==> config.mk <==
export PLATFORM = sky130hd
export DESIGN_NAME = cc_cond_unit
export DESIGN_NICKNAME = d
export VERILOG_FILES = /design/src/rtl/cc_cond_unit.sv
export SDC_FILE = /design/constraint.sdc
export NUM_CORES = 1
export LEC_CHECK = 0
export CORE_AREA = 3 3 40 42
export DETAILED_ROUTE_END_ITERATION = 8
export DIE_AREA = 0 0 43 45
export PLACE_DENSITY_LB_ADDON = 0.25
export SLEW_MARGIN = 15
export SYNTH_ARGS = -nofsm -noshare
export SYNTH_HDL_FRONTEND = slang
export SYNTH_SLANG_ARGS = --single-unit
==> constraint.sdc <==
create_clock -name clk -period 1.7 [get_ports clk]
set_input_delay 0.34 -clock clk [delete_from_list [all_inputs] [get_ports clk]]
set_output_delay 0.34 -clock clk [all_outputs]
set_load 0.005 [all_outputs]
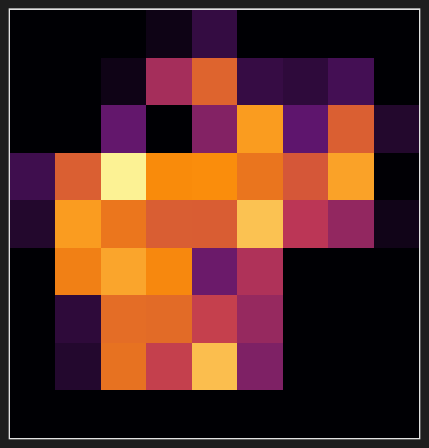
(images/util_map.png)
The die is cut into 9 by 9 equal tiles; black is low, pale yellow is high, 0 to 100% covered.
tiles over 75% full: 9.9%
emptiest ninth of the die: south-east
fullest tile: 97%
mean over tiles: 27%
nearly empty tiles: 43%
densest ninth of the die: center
floorplan core area: 1280 µm²
FP Core Util: 0.196
final design utilization: 0.423

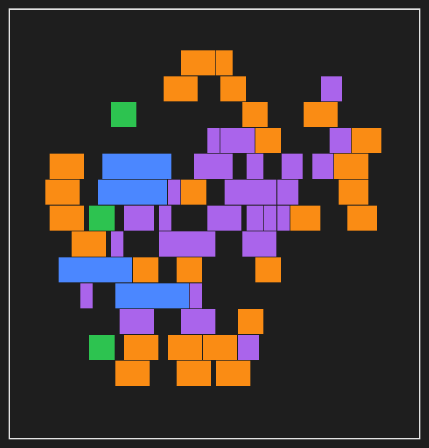
(images/class_map.png)
| class | color | cells | share of their area |
|---|---|---|---|
| remaining logic cells | purple | 25 | 34% |
| clock-net drivers | green | 3 | 4.3% |
| remaining buffers and delay cells | orange | 27 | 46% |
| registers | blue | 4 | 16% |
count of standard-cell rows: 13
sequential cell area share: 0.152

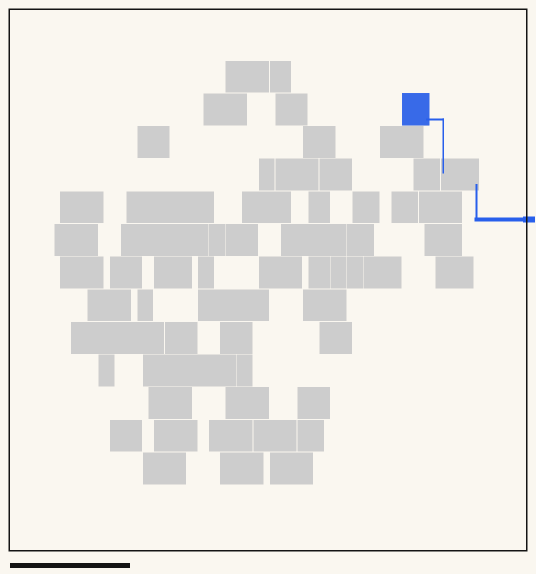
(images/port_trees.png)
Scale bar: 10 µm.
| port | color | direction | edge | end cells | buffers | wire |
|---|---|---|---|---|---|---|
| cond_err | blue | output | east | 1 | 1 | 12.6 µm |
count of input and output buffers: 19
number of placed I/O pins: 20

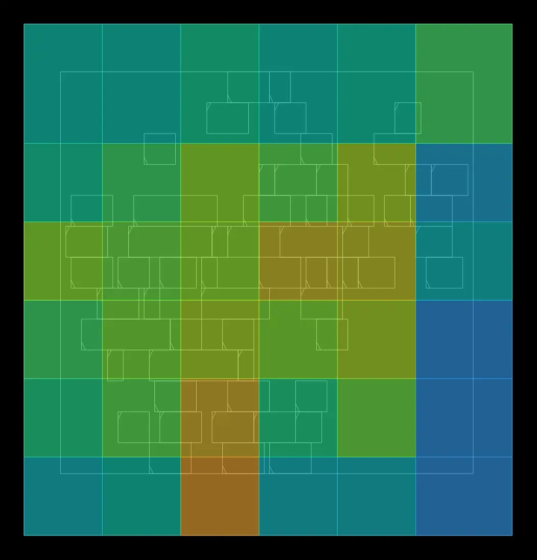
(images/congestion_map.png)
M1 GR Usage: 0.0870
global-route met2 utilization: 0.150

==> results.yml <==
# synthesis and place-and-route metrics
status:
  result_of_the_run: "finished with violations"
  failed_checks: "setup timing"
cts:
  reg_clk_slew_reported_paths_ns: 0.04
  cts.hold.buffers_added: 0
final_timing:
  grt_setup_unrepaired: "yes"
  final_setup_violation_count: 1
  maxSlewViolCount: 0
  worst_slew_pin_slew_ns: 0.220
  setup_slack_ns: -0.0276
  holdWs_ns: 0.538
worst_setup_path:
  worstPathMaxFanout: 2
  crit_cells: 5
  timing.reg2reg.worst_path_depth: 6
min_path:
  timing.hold.worst.class: "reg2reg"
power:
  power.share.switching: 0.226
  pwr.group.combinational_mw: 0.0979
  pwr.group.clock_mw: 0.114
  seq_cell_power_mw: 0.102
global_routing:
  global_route.usage.met3: 0.0239
  first_global_vias: 330
  number_of_antenna_violations_at_the_first_check_in_global_routing: 0
layout:
  area_share_nonclk_buffers: 0.442
  layout_top_cell: "sky130_fd_sc_hd__clkdlybuf4s50_1"
  sequential_cell_area_um2: 82.6
  dominant_cells: "non-clock buffers"
logic_synthesis:
  seq_area_frac_synth: 0.318
  mux_share: 0.0796
  ys.flops: 4
  yosys_cells: 29
  synth.avg_cell_area_um2: 8.67
flow_run:
  warnings: 28
place:
  gpl.final_weighted_congestion: 0.614
==> routing by layer <==
| layer | share of wire | wire [µm] | vias up |
|---|---|---|---|
| li1 | - | - | 168 |
| met5 | 0 | 0 | - |
| met3 | 0.094 | 70 | 2 |
| met4 | 0.0054 | 4 | 0 |
| met1 | 0.42 | 310 | 140 |
| met2 | 0.48 | 359 | 11 |
==> per-stage QoR <==
| step | std cells | setup TNS, ns | cell area, µm² | util | power, mW |
|---|---|---|---|---|---|
| after global routing | 74 | -0.0690 | 543 | 0.423 | 0.332 |
| after detailed placement | 69 | -1.03 | 505 | 0.393 | 0.198 |
| after global placement | 69 | -0.974 | 505 | 0.393 | 0.197 |
| after CTS | 74 | -0.133 | 548 | 0.426 | 0.322 |
| final | 74 | -0.0276 | 543 | 0.423 | 0.314 |
| after floorplan | 29 | 0 | 251 | - | 0.133 |
==> synthesized netlist by cell type (all sizes together) <==
library cell	instances
nor2	5
dfxtp	4
nor2b	4
a21oi	2
inv	2
mux2i	2
a211o	1
a221oi	1
a311o	1
a31oi	1
a32o	1
nand2	1
nand2b	1
o2111a	1
o211a	1
xnor2	1
==> kinds of logic after synthesis <==
logic type             Yosys count
AND-OR/OR-AND                    9
multiplexers                     2
flip-flops                       4
buffers and inverters            2
XOR/XNOR                         1
AND/OR/NAND/NOR                 11
==> worst reg2reg max path: stages, from the launching register on <==
cell and delay, ns:
sky130_fd_sc_hd__dfxtp_2 0.32, sky130_fd_sc_hd__xnor2_2 0.14, sky130_fd_sc_hd__buf_4 0.14, sky130_fd_sc_hd__a311o_1 0.32
sky130_fd_sc_hd__buf_4 0.14, sky130_fd_sc_hd__buf_4 0.12, sky130_fd_sc_hd__a32o_1 0.21
Power is estimated from default activity; no workload was simulated.
